--- src/rtl/i2c_cmd_sequencer.sv ---
// Queued command front-end for the byte-level I2C master: command FIFO in, read-byte FIFO out, sticky errors.
// Optional watchdog on the master handshake: define I2C_SEQ_TIMEOUT_EN.
module i2c_cmd_sequencer #(
  parameter int CQ_DEPTH      = 16,
  parameter int RQ_DEPTH      = 8,
  parameter int DVSR_W        = 10,
  parameter int ABORT_ON_NACK = 1,
  parameter int TIMEOUT_CYC   = 4096
) (
  input  logic                        clk,
  input  logic                        rst_n,
  input  logic [DVSR_W-1:0]           cfg_dvsr,
  input  logic                        cq_wr,
  input  logic [2:0]                  cq_cmd,
  input  logic [7:0]                  cq_data,
  output logic                        cq_full,
  output logic [$clog2(CQ_DEPTH):0]   cq_level,
  input  logic                        rq_rd,
  output logic [7:0]                  rq_data,
  output logic                        rq_empty,
  output logic                        busy,
  output logic                        nack_err,
  output logic                        ovf_err,
  output logic                        tmo_err,
  input  logic                        err_clr,
  output logic [DVSR_W-1:0]           m_dvsr,
  output logic [2:0]                  m_cmd,
  output logic [7:0]                  m_din,
  output logic                        m_wr_i2c,
  input  logic                        m_ready,
  input  logic                        m_ack,
  input  logic [7:0]                  m_dout
);
  localparam int CAW = $clog2(CQ_DEPTH);
  localparam int RAW = $clog2(RQ_DEPTH);
  localparam logic [2:0] C_WR   = 3'b001;
  localparam logic [2:0] C_RD   = 3'b010;
  localparam logic [2:0] C_STOP = 3'b011;

  typedef struct packed {
    logic [2:0] cmd;
    logic [7:0] data;
  } cq_ent_t;

  typedef enum logic [2:0] {
    S_IDLE, S_ISSUE, S_WAIT_BUSY, S_WAIT_DONE, S_COMPLETE, S_FORCE_STOP
  } state_t;

  state_t state, state_n;

  // ---------------- command FIFO ----------------
  cq_ent_t        cq_mem [CQ_DEPTH];
  cq_ent_t        cq_head;
  logic [CAW:0]   cq_wp, cq_rp;
  logic           cq_empty, cq_push, cq_pop, cq_flush;

  assign cq_empty = (cq_wp == cq_rp);
  assign cq_full  = (cq_wp[CAW] != cq_rp[CAW]) && (cq_wp[CAW-1:0] == cq_rp[CAW-1:0]);
  assign cq_level = cq_wp - cq_rp;
  assign cq_push  = cq_wr & ~cq_full & ~cq_flush;
  assign cq_head  = cq_mem[cq_rp[CAW-1:0]];

  always_ff @(posedge clk) begin
    if (cq_push) cq_mem[cq_wp[CAW-1:0]] <= '{cmd: cq_cmd, data: cq_data};
  end

  always_ff @(posedge clk or negedge rst_n) begin
    if (!rst_n) begin
      cq_wp <= '0;
      cq_rp <= '0;
    end else begin
      if (cq_push) cq_wp <= cq_wp + (CAW+1)'(1);
      // flush drops everything queued; push is already blocked this cycle
      if (cq_flush)    cq_rp <= cq_wp;
      else if (cq_pop) cq_rp <= cq_rp + (CAW+1)'(1);
    end
  end

  // ---------------- read FIFO ----------------
  logic [7:0]     rq_mem [RQ_DEPTH];
  logic [RAW:0]   rq_wp, rq_rp;
  logic           rq_full, rq_push, rq_pop;

  assign rq_empty = (rq_wp == rq_rp);
  assign rq_full  = (rq_wp[RAW] != rq_rp[RAW]) && (rq_wp[RAW-1:0] == rq_rp[RAW-1:0]);
  assign rq_pop   = rq_rd & ~rq_empty;
  assign rq_data  = rq_empty ? 8'h00 : rq_mem[rq_rp[RAW-1:0]];

  always_ff @(posedge clk) begin
    if (rq_push) rq_mem[rq_wp[RAW-1:0]] <= m_dout;
  end

  always_ff @(posedge clk or negedge rst_n) begin
    if (!rst_n) begin
      rq_wp <= '0;
      rq_rp <= '0;
    end else begin
      if (rq_push) rq_wp <= rq_wp + (RAW+1)'(1);
      if (rq_pop)  rq_rp <= rq_rp + (RAW+1)'(1);
    end
  end

  // ---------------- sequencing FSM ----------------
  logic ld_head, ld_stop, nack_set, ovf_set;

`ifdef I2C_SEQ_TIMEOUT_EN
  localparam int TW = $clog2(TIMEOUT_CYC + 1);
  logic [TW-1:0] tmo_cnt;
  logic          in_wait, tmo_hit;
  assign in_wait = (state == S_WAIT_BUSY) || (state == S_WAIT_DONE);
  assign tmo_hit = in_wait && (tmo_cnt == TW'(TIMEOUT_CYC - 1));
`endif

  always_comb begin
    state_n  = state;
    cq_pop   = 1'b0;
    cq_flush = 1'b0;
    rq_push  = 1'b0;
    ld_head  = 1'b0;
    ld_stop  = 1'b0;
    nack_set = 1'b0;
    ovf_set  = 1'b0;
    case (state)
      S_IDLE: begin
        if (!cq_empty && m_ready) begin
          state_n = S_ISSUE;
          ld_head = 1'b1;
        end
      end
      S_ISSUE: begin
        cq_pop  = 1'b1;
        state_n = S_WAIT_BUSY;
      end
      S_FORCE_STOP: state_n = S_WAIT_BUSY;
      S_WAIT_BUSY:  if (!m_ready) state_n = S_WAIT_DONE;
      S_WAIT_DONE:  if (m_ready)  state_n = S_COMPLETE;
      S_COMPLETE: begin
        state_n = S_IDLE;
        if (m_cmd == C_RD) begin
          if (rq_full) ovf_set = 1'b1;
          else         rq_push = 1'b1;
        end
        if (m_cmd == C_WR && m_ack) nack_set = 1'b1;
        if (nack_set && ABORT_ON_NACK != 0) begin
          cq_flush = 1'b1;
          ld_stop  = 1'b1;
          state_n  = S_FORCE_STOP;
        end else if (!cq_empty && m_ready) begin
          // chain straight into the next command to keep the gap at two cycles
          ld_head = 1'b1;
          state_n = S_ISSUE;
        end
      end
      default: state_n = S_IDLE;
    endcase
`ifdef I2C_SEQ_TIMEOUT_EN
    if (tmo_hit) begin
      state_n  = S_IDLE;
      cq_flush = 1'b1;
      ld_head  = 1'b0;
      ld_stop  = 1'b0;
    end
`endif
  end

  always_ff @(posedge clk or negedge rst_n) begin
    if (!rst_n) begin
      state    <= S_IDLE;
      m_cmd    <= '0;
      m_din    <= '0;
      m_dvsr   <= '0;
      nack_err <= 1'b0;
      ovf_err  <= 1'b0;
    end else begin
      state <= state_n;
      if (ld_head) begin
        m_cmd <= cq_head.cmd;
        m_din <= (cq_head.cmd == C_RD) ? {7'b0, cq_head.data[0]} : cq_head.data;
      end else if (ld_stop) begin
        m_cmd <= C_STOP;
        m_din <= 8'h00;
      end
      if (state == S_IDLE) m_dvsr <= cfg_dvsr;
      nack_err <= nack_set | (nack_err & ~err_clr);
      ovf_err  <= ovf_set  | (ovf_err  & ~err_clr);
    end
  end

`ifdef I2C_SEQ_TIMEOUT_EN
  // counts across the whole WAIT_BUSY/WAIT_DONE window, restarting on each entry to it
  always_ff @(posedge clk or negedge rst_n) begin
    if (!rst_n) begin
      tmo_cnt <= '0;
      tmo_err <= 1'b0;
    end else begin
      if (in_wait && (state_n == S_WAIT_BUSY || state_n == S_WAIT_DONE))
        tmo_cnt <= tmo_cnt + TW'(1);
      else
        tmo_cnt <= '0;
      tmo_err <= tmo_hit | (tmo_err & ~err_clr);
    end
  end
`else
  assign tmo_err = 1'b0;
`endif

  assign m_wr_i2c = (state == S_ISSUE) || (state == S_FORCE_STOP);
  assign busy     = (state != S_IDLE) || !cq_empty;

endmodule

--- config.mk ---
export PLATFORM = sky130hd
export DESIGN_NAME = i2c_cmd_sequencer
export DESIGN_NICKNAME = d
export VERILOG_FILES = /design/src/rtl/i2c_cmd_sequencer.sv
export SDC_FILE = /design/constraint.sdc
export NUM_CORES = 1
export LEC_CHECK = 0
export CAP_MARGIN = 15
export CORE_MARGIN = 2
export CORE_UTILIZATION = 31
export CTS_CLUSTER_DIAMETER = 150
export DETAILED_ROUTE_END_ITERATION = 10
export MAX_ROUTING_LAYER = met4
export PLACE_DENSITY_LB_ADDON = 0.08
export SKIP_LAST_GASP = 1
export SLEW_MARGIN = 30
export SYNTH_ARGS = -nofsm -noshare
export SYNTH_HDL_FRONTEND = slang
export SYNTH_SLANG_ARGS = --single-unit
--- constraint.sdc ---
create_clock -name clk -period 4.2 [get_ports clk]
set_clock_uncertainty 0.15 [all_clocks]
set_input_delay 1.26 -clock clk [delete_from_list [all_inputs] [get_ports clk]]
set_output_delay 1.26 -clock clk [all_outputs]
set_load 0.1 [all_outputs]
==> run_1/m4.png <==
Supply wires on this layer in gray.
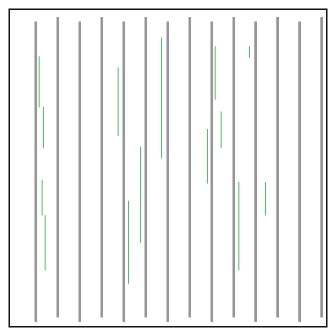
share of all routed wire: 1.9%
nets with wire on the layer: 7
main direction: vertical
wire length on this layer: 509 µm
longest straight run: 74.1 µm
vias after detailed routing: 5,733
total routed wirelength: 27,300 µm

==> run_1/congestion_map.png <==
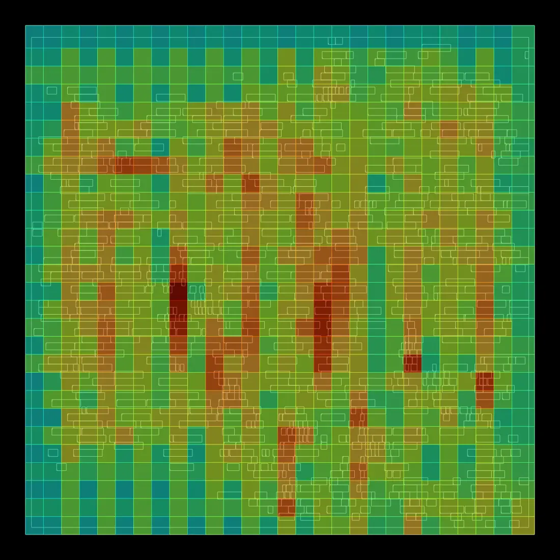
Global Route met2 Usage: 25.9%
Finished Core Util: 39.1%
met3 usage in global routing: 2.97%
overall global routing resource usage: 15.1%
routed wire length per instance: 22.7 µm

==> run_1/m1.png <==
Scale bar: 50 µm. Supply wires on this layer in gray.
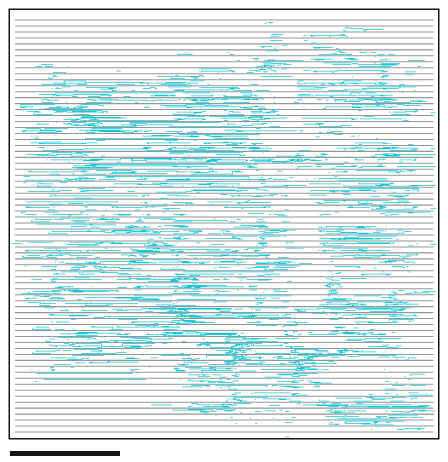
main direction: horizontal
wire length on this layer: 11,500 µm
share of all routed wire: 42%
nets with wire on the layer: 716

==> run_1/m2.png <==
Cells faint in the background.
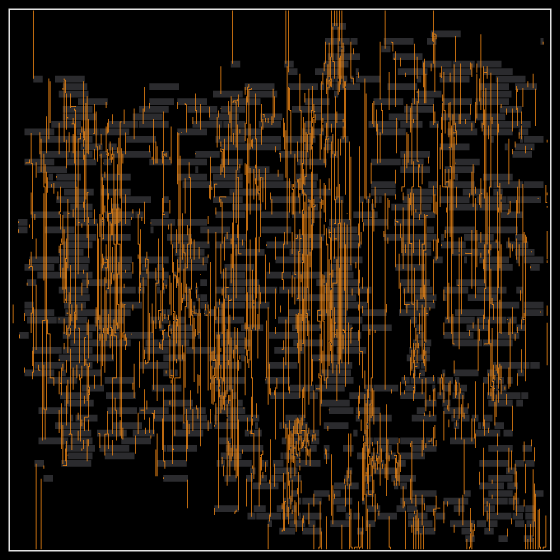
longest straight run: 105 µm
nets with wire on the layer: 684

run 1: sequential cells by signal, indices dropped and copies added, names as in the netlist:
| signal | cells |
|---|---|
| rq_rp | 4 |
| cq_rp | 5 |
| cq_wp | 5 |
| m_cmd | 3 |
| nack_err | 1 |
| m_dvsr | 10 |
| rq_wp | 4 |
| state | 3 |
| m_din | 8 |
| cq_mem | 176 |
| ovf_err | 1 |
| rq_mem | 64 |
run 1: path summary, 6_finish.rpt:
path / slack, ns / cells after the start / to / start
setup / recovery: 0.35 / 8 / cq_level[4] / cq_wp[0]
hold / removal: 0.34 / 1 / rq_wp[3] / rq_wp[3]
setup reg to reg: 1.27 / 6 / m_din[7] / cq_rp[0]
hold reg to reg: 0.34 / 1 / rq_wp[3] / rq_wp[3]
max in group asynchronous: 2.50 / 2 / m_cmd[0] / rst_n
min in group asynchronous: 0.68 / 1 / cq_wp[3] / rst_n
run 1: cell type report:
type / instances / area, µm² / area share, %
sequential: 284 / 8310 / 59.5
multi-input combinational: 275 / 2840 / 20.4
timing repair buffer: 111 / 1140 / 8.14
clock buffer: 43 / 926 / 6.63
tap: 461 / 577 / 4.13
clock inverter: 16 / 133 / 0.949
inverter: 12 / 45.0 / 0.322
run 1: cells in the final DEF, fill, tap and decap left out, types with 12 or more instances in the layout:
cell	count
sky130_fd_sc_hd__inv_1	12
sky130_fd_sc_hd__nand2_1	34
sky130_fd_sc_hd__dfrtp_1	43
sky130_fd_sc_hd__mux4_2	61
sky130_fd_sc_hd__edfxtp_1	240
sky130_fd_sc_hd__buf_4	48
sky130_fd_sc_hd__nor2_1	32
sky130_fd_sc_hd__clkdlybuf4s50_1	46
sky130_fd_sc_hd__clkbuf_16	35
sky130_fd_sc_hd__buf_12	15
run 1: power by group through the flow:
stage	Combinational, mW	Sequential (mW)	Clock (mW)
final	5.38	3.64	2.79
after global routing	5.67	3.69	2.98
after CTS	5.48	3.65	2.87
after detailed placement	5.47	3.71	0
after global placement	5.45	3.70	0
after floorplan	3.10	4.34	0
run 1: cell usage after synthesis (6+ instances only):
cell type,n
sky130_fd_sc_hd__edfxtp_1,240
sky130_fd_sc_hd__mux4_2,61
sky130_fd_sc_hd__dfrtp_1,44
sky130_fd_sc_hd__nand2_1,34
sky130_fd_sc_hd__nor2_1,32
sky130_fd_sc_hd__inv_1,12
sky130_fd_sc_hd__ha_1,11
sky130_fd_sc_hd__mux2_2,11
sky130_fd_sc_hd__nand2b_1,11
sky130_fd_sc_hd__nor3_1,11
sky130_fd_sc_hd__xnor2_1,11
sky130_fd_sc_hd__buf_2,9
sky130_fd_sc_hd__clkbuf_1,9
sky130_fd_sc_hd__mux2i_1,8
sky130_fd_sc_hd__o21ai_0,8
sky130_fd_sc_hd__xor2_1,8
sky130_fd_sc_hd__o21ai_1,7
sky130_fd_sc_hd__o221ai_1,7
sky130_fd_sc_hd__o22a_1,7
sky130_fd_sc_hd__a21oi_1,6
sky130_fd_sc_hd__nor2b_1,6
==> datasheet_impl.txt, run 1 <==
Summary of implementation characteristics

Parameter                              Value

Routing
  DRT Pass-1 Iters .................. 4
  Wire length on met3 .................. around 1400 µm
  Vias per cell .................. 4.77
  Post-route met1 wirelength .................. between 10,000 and 15,000 µm

Critical path
  Most used cell, CP .................. sky130_fd_sc_hd__inv_1
  Worst Path Max Fanout .................. 5
  Worst Setup Path Type .................. reg -> out
  Startpoint Class .................. flop
  CP max stage cell .................. sky130_fd_sc_hd__dfrtp_1

Yosys
  Synthesized-area fraction occupied by ao, oa, aoi and oai cells .................. under 10%
  Unique cell type count in the Yosys netlist .................. between 40 and 50
  Post-synthesis cell count .................. roughly 600
  Area share of xor/xnor cells in the synthesized design .................. 1.47%
  Synth Cell Area .................. 0.0113 mm²
  Most used DFF post-synth .................. sky130_fd_sc_hd__edfxtp_1
  Proportion of register bits with asynchronous set or reset after synthesis .................. about 15%
  Mapped Avg Cell Area .................. between 15 and 20 µm²
  Cell type with the largest total area after synthesis .................. sky130_fd_sc_hd__edfxtp_1
  Sequential area share after synthesis .................. 73.5%

Clocking
  CTS tree .................. built
  Post-CTS setup buffers .................. 0
  Clock latency at the later pin of the worst-skew pair .................. 0.50 ns
  Clk sinks .................. around 280

Final timing
  Slew @ Worst Pin .................. just over 1 ns
  Worst-case setup margin in the final layout .................. between 0.3 and 0.4 ns
  Achievable Freq .................. 259 MHz
  Ratio of final minimum period to clock period .................. 91.8%
  Final worst path period need .................. 3.85 ns
  RSZ-0062 raised after global routing .................. false
  Hold violation count in the final report .................. 0

Layout
  Ratio of cells with drive above 1 in the final layout .................. a little over a quarter

Die
  Starting density of the core .................. 31.6%
  Cell Rows .................. around 70
  Boundary Pins .................. roughly 77

GRT
  Maximum number of pins on one net before global-route repair .................. between 40 and 50
  Met1 Use GR .................. a little under a fifth
  Remaining global-route overflow .................. 0

Power and ir drop
  Overall power of the completed layout .................. about 12 mW

Placement
  Post-detailed-placement half-perimeter wirelength .................. approximately 18,000 µm

Run status
  Run status .................. complete, no violations
==> run_1/m3.png <==
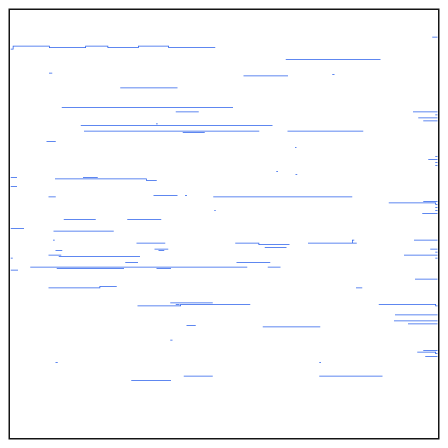

==> run 2: changes to the inputs <==
- CORE_MARGIN: 2 -> 4
==> run_2/m3.png <==
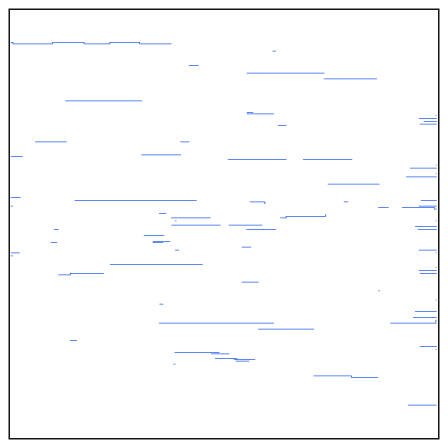
nets with wire on the layer: 55
longest straight run: 56.6 µm
main direction: horizontal
wire length on this layer: 950 µm
share of all routed wire: 3.5%
total routed wirelength: 27,100 µm
met3 usage in global routing: 2.08%
vias after detailed routing: 5,802

==> run_2/m2.png <==
Cells faint in the background.
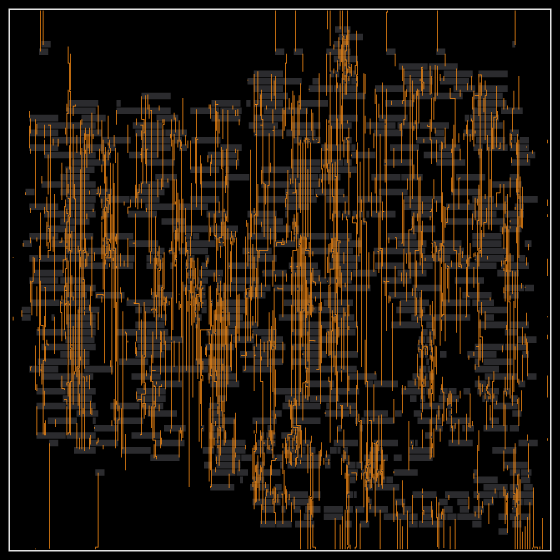
wire length on this layer: 14,300 µm
share of all routed wire: 53%
main direction: vertical
longest straight run: 111 µm

==> datasheet_impl.txt, run 2 <==
Summary of implementation characteristics

Parameter                              Value

Layout
  Max reg flops .................. 176 (unchanged)
  Most used cells in the layout excluding fill and tap cells .................. sky130_fd_sc_hd__edfxtp_1 (240), sky130_fd_sc_hd__mux4_2 (61), sky130_fd_sc_hd__buf_4 (48) (unchanged)
  Finished Core Util .................. 38.9% (was 39.1%)
  Most common logic cell in the routed design .................. sky130_fd_sc_hd__edfxtp_1 (unchanged)

Power and ir drop
  Overall power of the completed layout .................. 11.7 mW (was 11.8 mW)

Yosys
  Proportion of register bits with asynchronous set or reset after synthesis .................. 15.5% (unchanged)
  Cell type with the largest total area after synthesis .................. sky130_fd_sc_hd__edfxtp_1 (unchanged)
  Most frequent cells after synthesis .................. sky130_fd_sc_hd__edfxtp_1 (240), sky130_fd_sc_hd__mux4_2 (61), sky130_fd_sc_hd__dfrtp_1 (44) (unchanged)
  Most used DFF post-synth .................. sky130_fd_sc_hd__edfxtp_1 (unchanged)
  Post-synthesis cell count .................. 598 (unchanged)
  Mapped Avg Cell Area .................. 18.9 µm² (unchanged)

Die
  Starting density of the core .................. 31.6% (unchanged)
  Cell Rows .................. 69 (unchanged)

Clocking
  Clock latency at the later pin of the worst-skew pair .................. 0.54 ns (was 0.50 ns)
  Clk sinks .................. 284 (unchanged)

Final timing
  Hold violation count in the final report .................. 0 (unchanged)
  Achievable Freq .................. 257 MHz (was 259 MHz)
  Final worst path period need .................. 3.89 ns (was 3.85 ns)

GRT
  Maximum number of pins on one net before global-route repair .................. 49 (unchanged)
  Overall global routing resource usage .................. 14.1% (was 15.1%)
  Remaining global-route overflow .................. 0 (unchanged)

Critical path
  Startpoint Class .................. flop (unchanged)

Run status
  Run status .................. complete, no violations (unchanged)
## run 2: netlist changes by cell type in the layout (fill, tap and decap cells not counted)
cell,before,now
sky130_fd_sc_hd__clkbuf_16,35,31
sky130_fd_sc_hd__bufinv_16,2,4
sky130_fd_sc_hd__clkinv_2,5,7
sky130_fd_sc_hd__clkbuf_8,2,1
sky130_fd_sc_hd__clkinv_1,6,5
sky130_fd_sc_hd__inv_6,1,0
## run 2: final timing paths
kind	startpoint	end	slack, ns	cells after the start
max	cq_wp[0]	cq_level[4]	0.31	8
min	m_din[4]	m_din[4]	0.35	2
max reg2reg	cq_rp[0]	m_din[5]	1.20	6
min reg2reg	m_din[4]	m_din[4]	0.35	2
max in group asynchronous	rst_n	m_din[2]	2.59	2
min in group asynchronous	rst_n	m_dvsr[1]	0.61	1
## run 2: critical path: stages (launching register included)
cell and delay [ns]:
sky130_fd_sc_hd__dfrtp_1 0.43, sky130_fd_sc_hd__inv_1 0.17, sky130_fd_sc_hd__ha_1 0.22, sky130_fd_sc_hd__fa_1 0.25, sky130_fd_sc_hd__inv_1 0.06, sky130_fd_sc_hd__a21o_1 0.18, sky130_fd_sc_hd__a21oi_1 0.23, sky130_fd_sc_hd__xor2_2 0.20
sky130_fd_sc_hd__buf_12 0.20
## run 2: routing by layer
layer | global-route usage [%] | vias to the layer above | part of all wire [%]
met1 | 17.6 | 3045 | 42
met2 | 24.7 | 110 | 53
met4 | 2.96 | 0 | 2.0
met5 | - | - | 0
met3 | 2.08 | 32 | 3.5
li1 | - | 2615 | -
## run 2: layout make-up
class	count	area, µm²	share of cell area [%]
clock inverter	18	190	1.37
clock buffer	38	812	5.84
tap	461	577	4.15
timing repair buffer	111	1140	8.17
multi-input combinational	275	2840	20.4
sequential	284	8310	59.7
inverter	12	45.0	0.324
## run 2: power by group
part	switching, mW	internal [mW]	leakage [nW]
registers	0.216	3.43	2.71
logic	3.53	1.86	1.60
clock network	1.06	1.61	0.492
total	4.81	6.89	4.80
## run 2: cells by family (layout without fill, tap and decap cells)
group	after synthesis	count (layout)	synth area share [%]
DFF	284	284	73.5
and+or+nand+nor	112	112	4.76
muxes	80	80	14.0
AOI/OAI and AO/OA	51	51	3.27
buffers and inverters	39	179	1.63
xor gates and xnor gates	19	19	1.47
adders and majority gates	12	12	1.39
other	1	1	0.0332
No activity file was given, so power comes from the tool's default toggle rates.
